File: config.mk
export PLATFORM = sky130hd
export DESIGN_NAME = psum_writeback
export DESIGN_NICKNAME = d
export VERILOG_FILES = /design/src/rtl/eyeriss_pkg.sv /design/src/rtl/col_mask_next.sv /design/src/rtl/psum_writeback.sv
export SDC_FILE = /design/constraint.sdc
export NUM_CORES = 1
export LEC_CHECK = 0
export CAP_MARGIN = 20
export CORE_ASPECT_RATIO = 2
export CORE_MARGIN = 3
export CORE_UTILIZATION = 44
export DETAILED_ROUTE_END_ITERATION = 16
export PLACE_DENSITY = 0.69
export SYNTH_ARGS = -nofsm -noshare
export SYNTH_HDL_FRONTEND = slang
export SYNTH_HIERARCHICAL = 1
export SYNTH_SLANG_ARGS = --single-unit
export TNS_END_PERCENT = 10
File: constraint.sdc
create_clock -name clk -period 5.3 [get_ports clk]
set_input_delay 1.06 -clock clk [delete_from_list [all_inputs] [get_ports clk]]
set_output_delay 1.06 -clock clk [all_outputs]
set_load 0.005 [all_outputs]
File: src/rtl/eyeriss_pkg.sv
// rtl/eyeriss_pkg.sv - shared array constants and writeback state encoding
package eyeriss_pkg;

    localparam int NUM_COLS = 14;
    localparam int PSUM_W = 32;
    localparam int MEM_W = 16;
    localparam logic [15:0] RESULT_BASE = 16'h2000;

    typedef enum logic [1:0] {
        ST_IDLE     = 2'd0,
        ST_WRITE_LO = 2'd1,
        ST_WRITE_HI = 2'd2,
        ST_DONE     = 2'd3
    } writeback_state_t;

endpackage

File: src/rtl/col_mask_next.sv
// rtl/col_mask_next.sv - lowest set mask bit strictly above col, or from lane 0 when from_start
module col_mask_next #(
    parameter int N = 14,
    localparam int CW = $clog2(N)
) (
    input  logic [N-1:0]  mask,
    input  logic [CW-1:0] col,
    input  logic          from_start,
    output logic [CW-1:0] next_col,
    output logic          found
);

    // Descending scan so the lowest qualifying index is the last one written.
    always_comb begin
        next_col = '0;
        found = 1'b0;
        for (int i = N - 1; i >= 0; i--) begin
            if (mask[i] && (from_start || (CW'(i) > col))) begin
                next_col = CW'(i);
                found = 1'b1;
            end
        end
    end

endmodule

File: src/rtl/psum_writeback.sv
// rtl/psum_writeback.sv - stores one masked row of psum lanes as lo/hi memory halfwords
module psum_writeback
    import eyeriss_pkg::*;
#(
    parameter int NUM_COLS = eyeriss_pkg::NUM_COLS,
    parameter int PSUM_W = eyeriss_pkg::PSUM_W,
    parameter int MEM_W = eyeriss_pkg::MEM_W,
    parameter logic [15:0] RESULT_BASE = eyeriss_pkg::RESULT_BASE
) (
    input  logic                               clk,
    input  logic                               rst,
    input  logic                               store_req,
    input  logic [7:0]                         store_row,
    input  logic [NUM_COLS-1:0]                col_mask,
    input  logic [NUM_COLS-1:0][PSUM_W-1:0]    psum_out,
    output logic                               busy,
    output logic                               store_done,
    output logic                               mem_wr_en,
    output logic [15:0]                        mem_wr_addr,
    output logic [MEM_W-1:0]                   mem_wr_data,
    input  logic                               mem_wr_ready
);

    localparam int CW = $clog2(NUM_COLS);

    writeback_state_t state, state_nxt;

    logic [CW-1:0]                     col;
    logic [7:0]                        cap_row;
    logic [NUM_COLS-1:0]               cap_mask;
    logic [NUM_COLS-1:0][PSUM_W-1:0]   cap_psum;

    logic [CW-1:0] first_col, next_col;
    logic          first_found, next_found;
    logic          capture, accept;
    logic [PSUM_W-1:0] lane;
    logic [15:0]   row_off, col_off;

    col_mask_next #(.N(NUM_COLS)) u_first (
        .mask       (col_mask),
        .col        ({CW{1'b0}}),
        .from_start (1'b1),
        .next_col   (first_col),
        .found      (first_found)
    );

    col_mask_next #(.N(NUM_COLS)) u_next (
        .mask       (cap_mask),
        .col        (col),
        .from_start (1'b0),
        .next_col   (next_col),
        .found      (next_found)
    );

    assign capture = (state == ST_IDLE) && store_req;
    assign accept = mem_wr_en && mem_wr_ready;

    always_ff @(posedge clk) begin
        if (rst) begin
            state <= ST_IDLE;
            col <= '0;
            cap_row <= '0;
            cap_mask <= '0;
            cap_psum <= '0;
        end else begin
            state <= state_nxt;
            if (capture) begin
                cap_row <= store_row;
                cap_mask <= col_mask;
                cap_psum <= psum_out;
                col <= first_col;
            end else if (state == ST_WRITE_HI && accept && next_found) begin
                col <= next_col;
            end
        end
    end

    always_comb begin
        state_nxt = state;
        case (state)
            ST_IDLE:     if (store_req) state_nxt = first_found ? ST_WRITE_LO : ST_DONE;
            ST_WRITE_LO: if (mem_wr_ready) state_nxt = ST_WRITE_HI;
            ST_WRITE_HI: if (mem_wr_ready) state_nxt = next_found ? ST_WRITE_LO : ST_DONE;
            ST_DONE:     state_nxt = ST_IDLE;
            default:     state_nxt = ST_IDLE;
        endcase
    end

    // Outputs decode registered state only, so they hold steady across stalls.
    always_comb begin
        busy = (state != ST_IDLE);
        store_done = (state == ST_DONE);
        mem_wr_en = (state == ST_WRITE_LO) || (state == ST_WRITE_HI);
        lane = cap_psum[col];
        row_off = 16'(cap_row) * 16'(2 * NUM_COLS);
        col_off = {15'(col), (state == ST_WRITE_HI)};
        mem_wr_addr = 16'h0;
        mem_wr_data = '0;
        if (mem_wr_en) begin
            mem_wr_addr = RESULT_BASE + row_off + col_off;
            mem_wr_data = (state == ST_WRITE_HI) ? lane[2*MEM_W-1:MEM_W] : lane[MEM_W-1:0];
        end
    end

endmodule

**Run 1: placed cells, one colour a class**

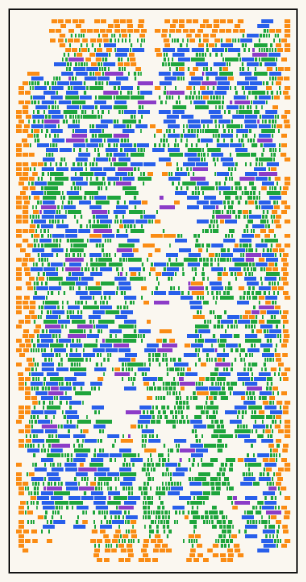
sequential cells -> blue  # cells 476
clock drivers and dummy loads -> purple  # cells 77
remaining buffers and delay cells -> orange  # cells 535
remaining logic cells -> green  # cells 1950
fin util: 0.590
core area: 48600 sq um
# rows: 114
sequential share of cell area: 0.332
fin area: 28700 sq um

**Run 1: sequential cells grouped by signal name**

Scale bar: 50 microns. Other cells in grey.
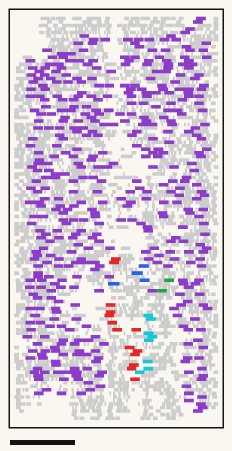
`state` -> green  # placed flops 2
`cap_row` -> cyan  # placed flops 8
`cap_psum` -> purple  # placed flops 448, where all over the die
`cap_mask` -> red  # placed flops 14, where bottom centre
`col` -> blue  # placed flops 4

**Run 1: placement density heat map**

16 x 32 tiles, from white (low) to dark blue (high), 0 to 100% covered.
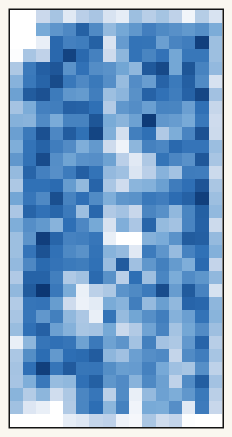
nearly empty tiles = 3.3%
tiles over 75% full = 15%
fullest tile = 97%
densest ninth of the die = middle left
Starting Density: 0.448

==> reports/summary.txt, run 1 <==
MUX area fraction - 0.137
Routed vias/inst - 5.49
Final ANT Viol Nets - 0
Max-cap violations - 0
CP Launch Point - cap_row[0]
Total detailed-routing wirelength - 80000 microns
Setup Crit Path Kind - flip-flop to output pin
Post-synthesis sequential area ratio - 0.438
M1 WL - 27700 microns
Tool warnings - 48
Met3 usage - 0.0477
Post-synthesis cell count - 2624
Routed length per instance - 21.7 microns
Switch Pwr - 0.00479 W
Root Buffer - clkbuf_16
Sequential fraction of design power - 0.360
Min-Delay Path Class - flip-flop to flip-flop
Clock network share of area - 0.0533
Setup crit end kind - output pin
Seq cells - 476
Top Metal Used - met5
Biggest register - cap_psum
Global-route wire length before repair - 118000 microns
Number of synthesized register bits - 476
Area Overhead vs Synth - 31.8%
Minimum clock period - 5100 ps
Yosys stat chip area - 21800 sq um
Commonest Layout Cell - nand2_1
Outcome - completed
WP depth - 10
Post-synth top area share - 0.438
RSZ-0062 raised after global routing - false
Number of logic gates - 1919
Comb area share - 0.392
Layout clock buffer count - 54
Simple share - 0.197
Buffering overhead - 0.190
Seq pwr - 0.00474 W
Post-cts hold-fix buffer tally - 0
N_diodes - 11
Max IR drop VDD - 0.308 mV
Max power group - combinational logic
Worst setup SP type - flip-flop
Final Max Slew Viols - 0
# Post-CTS Setup Buffers - 0
Syn Area/Cell - 8.30 sq um
Clock slew at reported path FFs - 70 ps
Die area - 52400 sq um
Comb power - 0.00500 W
Setup_tns - 0 ps
Largest net degree at the start of global routing - 165
Non-clock buffer count - 535
Boundary pin count - 509
H-tree depth - 2
Clock Sinks - 476
GRT overflow - 0
Compound Share, Synth - 0.157
# nets final - 3506
Main logic family after synthesis - simple AND/OR/NAND/NOR gates
Pwr dens - 458 nW/um^2
==> run 2: changes to the inputs <==
MAX_ROUTING_LAYER = met4   (was default)
**Run 2: sequential cells grouped by signal name**

Scale bar: 50 microns. Other cells in grey.
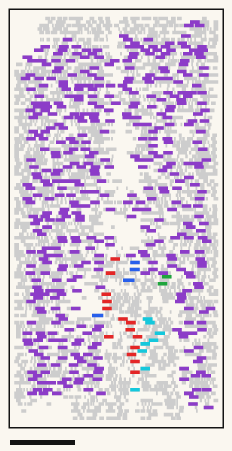
fin util: 0.588
sequential share of cell area: 0.334
seq pwr: 0.00475 W
FF/Latch Area: 9540 sq um

**Run 2: placement density heat map**

16 x 32 tiles, from white (low) to dark blue (high), 0 to 100% covered.
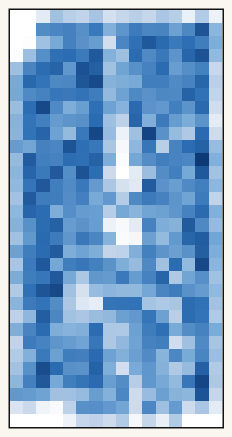
densest ninth of the die = middle left
fullest tile = 97%
nearly empty tiles = 2.9%
tiles over 75% full = 15%
mean over tiles = 53%

**Run 2: the metal 3 layer**

Scale bar: 50 microns.
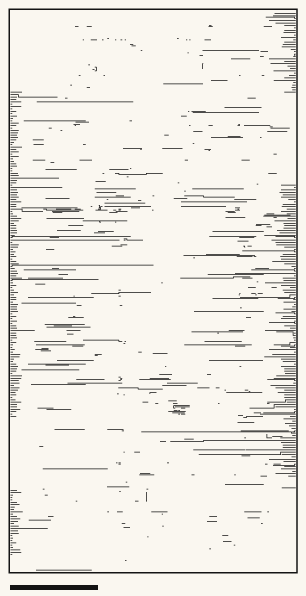
nets with wire on the layer = 496
share of all routed wire = 6.2%
total detailed-routing wirelength: 80100 microns
Via Count: 20.2k
met3 usage: 0.0424

==> run 2 against run 1 <==
Effect of this change: sequential power about the same; global-route usage up 0.86 points; cell count up 0.11%; register-to-register slack lost 90 ps; via count is 0.10% lower; flip-flop count unchanged.
==> reports/summary.txt, run 2 <==
GRT overflow - 0 (unchanged)
Post-synthesis sequential area ratio - 0.438 (unchanged)
Final Max Slew Viols - 0 (unchanged)
Max power group - combinational logic
Clock network share of area - 0.0500 (-0.00332)
Top Metal Used - met4
# Post-CTS Setup Buffers - 0 (unchanged)
RSZ-0062 raised after global routing - false
Switch Pwr - 0.00480 W (+0.21%)
Max IR drop VDD - 0.264 mV (-14%)
Starting Density - 0.448 (unchanged)
Largest net degree at the start of global routing - 181 (+9.7%)
Routed vias/inst - 5.48 (-0.21%)
Seq cells - 476 (unchanged)
Pwr dens - 454 nW/um^2 (-0.95%)
Comb power - 0.00499 W (about the same)
Global-route wire length before repair - 118000 microns (about the same)
# rows - 114 (unchanged)
Non-clock buffer count - 536 (+0.19%)
Setup_tns - 0 ps (unchanged)
Sequential fraction of design power - 0.366 (+0.006)
Post-synthesis cell count - 2624 (unchanged)
H-tree depth - 2 (unchanged)
Commonest Layout Cell - nand2_1
Max-cap violations - 0 (unchanged)
Die area - 52400 sq um (unchanged)
Setup Crit Path Kind - flip-flop to output pin
# nets final - 3508 (+0.057%)
Tool warnings - 48 (unchanged)
Area Overhead vs Synth - 31.3%
Routed length per instance - 21.7 microns (about the same)
M1 WL - 28200 microns (+1.7%)
Outcome - completed
Clock slew at reported path FFs - 70 ps (about the same)
Yosys stat chip area - 21800 sq um (unchanged)
Buffering overhead - 0.190 (about the same)
Biggest register - cap_psum
Compound Share, Synth - 0.157 (unchanged)
Post-cts hold-fix buffer tally - 0 (unchanged)
Number of logic gates - 1919 (unchanged)
Clock Sinks - 476 (unchanged)
Comb area share - 0.394 (+0.00170)
CP Launch Point - cap_row[1]
Min-Delay Path Class - flip-flop to flip-flop
Number of synthesized register bits - 476 (unchanged)
==> run 3: changes to the inputs <==
SETUP_SLACK_MARGIN = 0.1   (was default)
**Run 3: sequential cells grouped by signal name**

Scale bar: 50 microns. Other cells in grey.
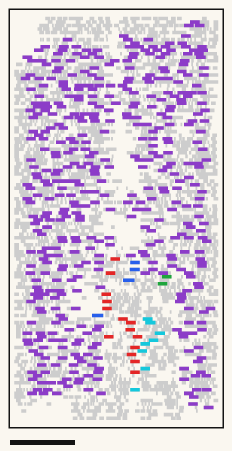
sequential share of cell area: 0.334
FF/Latch Area: 9540 sq um
fin util: 0.588

**Run 3: placed cells, one colour a class**

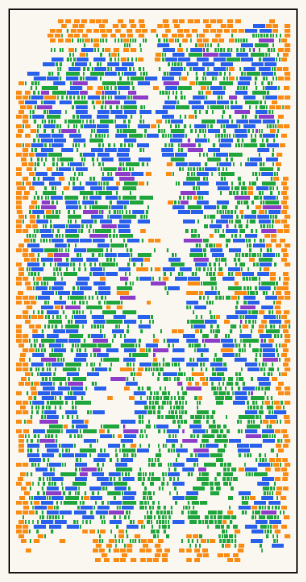
remaining logic cells -> green  # cells 1950
remaining buffers and delay cells -> orange  # cells 536
clock drivers and dummy loads -> purple  # cells 76
sequential cells -> blue  # cells 476
fin area: 28600 sq um

**Run 3: placement density heat map**

16 x 32 tiles, from white (low) to dark blue (high), 0 to 100% covered.
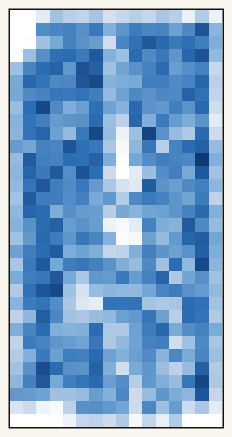
mean over tiles = 53%
densest ninth of the die = middle left
tiles over 75% full = 15%
nearly empty tiles = 2.9%
fullest tile = 97%

==> run 3 against run 2 <==
Effect of this change: via count barely moved; worst hold slack barely moved; clock skew up 2.1 ps; critical path depth did not move; global-route usage about the same; clock-buffer cell count unchanged; combinational power about the same; non-clock buffer count did not move; die size unchanged; critical path type unchanged; critical endpoint unchanged.
==> reports/summary.txt, run 3 <==
Outcome - completed
CP Launch Point - cap_row[0]
Total detailed-routing wirelength - 80000 microns (about the same)
Number of logic gates - 1919 (unchanged)
MUX area fraction - 0.137
Starting Density - 0.448 (unchanged)
# rows - 114 (unchanged)
Crit Reg-Reg Startpoint - col[0]
Switch Pwr - 0.00479 W (about the same)
Clock Path Buffers - 3
Top Metal Used - met4
Global-route wire length before repair - 118000 microns (about the same)
Comb power - 0.00498 W (about the same)
WP depth - 10
Top logic cells by instance count in the layout - nand2_1, a21oi_1, clkdlybuf4s50_1
Final Max Slew Viols - 0 (unchanged)
Routed length on met3 - 4910 microns
Pwr dens - 453 nW/um^2 (about the same)
Comb area share - 0.393 (about the same)
Area after DPL - 27100 sq um
Number of synthesized register bits - 476 (unchanged)
H-tree depth - 2 (unchanged)
Sw frac - 0.370
Hold Slack - 451 ps
Setup crit end kind - output pin
Seq cells - 476 (unchanged)
Synth unique cells - 61
Placed cell count - 3599
Setup Crit Path Kind - flip-flop to output pin
Fill cell count - 4386
Yosys top cell by area - dfxtp_1
Main logic family after synthesis - simple AND/OR/NAND/NOR gates
Setup_tns - 0 ps (unchanged)
Comb. cell area - 11300 sq um
Post-synthesis cell count - 2624 (unchanged)
Biggest register - cap_psum
Buffering overhead - 0.190 (about the same)
XORs/XNORs by Area - 0.00402
Hold Path Cell Cnt - 2
Post-cts hold-fix buffer tally - 0 (unchanged)
Clock network share of area - 0.0500 (about the same)
Routed length per instance - 21.7 microns (about the same)
# nets final - 3508 (unchanged)
Die area - 52400 sq um (unchanged)
Final Hold Viols - 0
M1 WL - 28300 microns (+0.41%)
Final number of setup-violating endpoints - 0
RSZ-0062 raised after global routing - false
Clock slew at reported path FFs - 70 ps (about the same)
Crit path DAT - 3960 ps
Non-clock buffer count - 536 (unchanged)
Share of cells above drive strength 1 - 0.0754
Tcrit/Tclk final - 0.946
Pre-CTS setup slack - 660 ps
Seq pwr - 0.00475 W (about the same)
Synthesized area - 21800 sq um
Min-Delay Path Class - flip-flop to flip-flop
Area Overhead vs Synth - 31.3% (about the same)
Syn Area/Cell - 8.30 sq um
Clk. pwr - 0.00323 W
Yosys stat chip area - 21800 sq um (unchanged)
Core area - 48600 sq um
Compound Share, Synth - 0.157 (unchanged)
Max IR drop VDD - 0.265 mV (+0.38%)
Setup ws final - 284 ps
GP Congestion - 0.926
Commonest Layout Cell - nand2_1
Post-synthesis sequential area ratio - 0.438 (unchanged)
# Post-CTS Setup Buffers - 1 (+1)
GRT met2 Usage - 0.527
Top cells by area - dfxtp_1, nand2_1, a21oi_1, mux4_2, clkbuf_1
GRT overflow - 0 (unchanged)
Largest net degree at the start of global routing - 181 (unchanged)
Routed vias/inst - 5.47 (about the same)
Minimum clock period - 5020 ps
Clock Sinks - 476 (unchanged)
Max power group - combinational logic
Met1 Use GR - 0.325
Max-cap violations - 0 (unchanged)
PostCTS Resize Cnt - 0
Met3 usage - 0.0425 (+0.000129)
# DRC - 0
Via Count - 20.2k (-0.089%)
N_diodes - 15
Fin cells - 3691
Tool warnings - 48 (unchanged)
Largest class - combinational gates
Sequential fraction of design power - 0.366 (about the same)
No activity file was given, so power comes from the tool's default toggle rates.
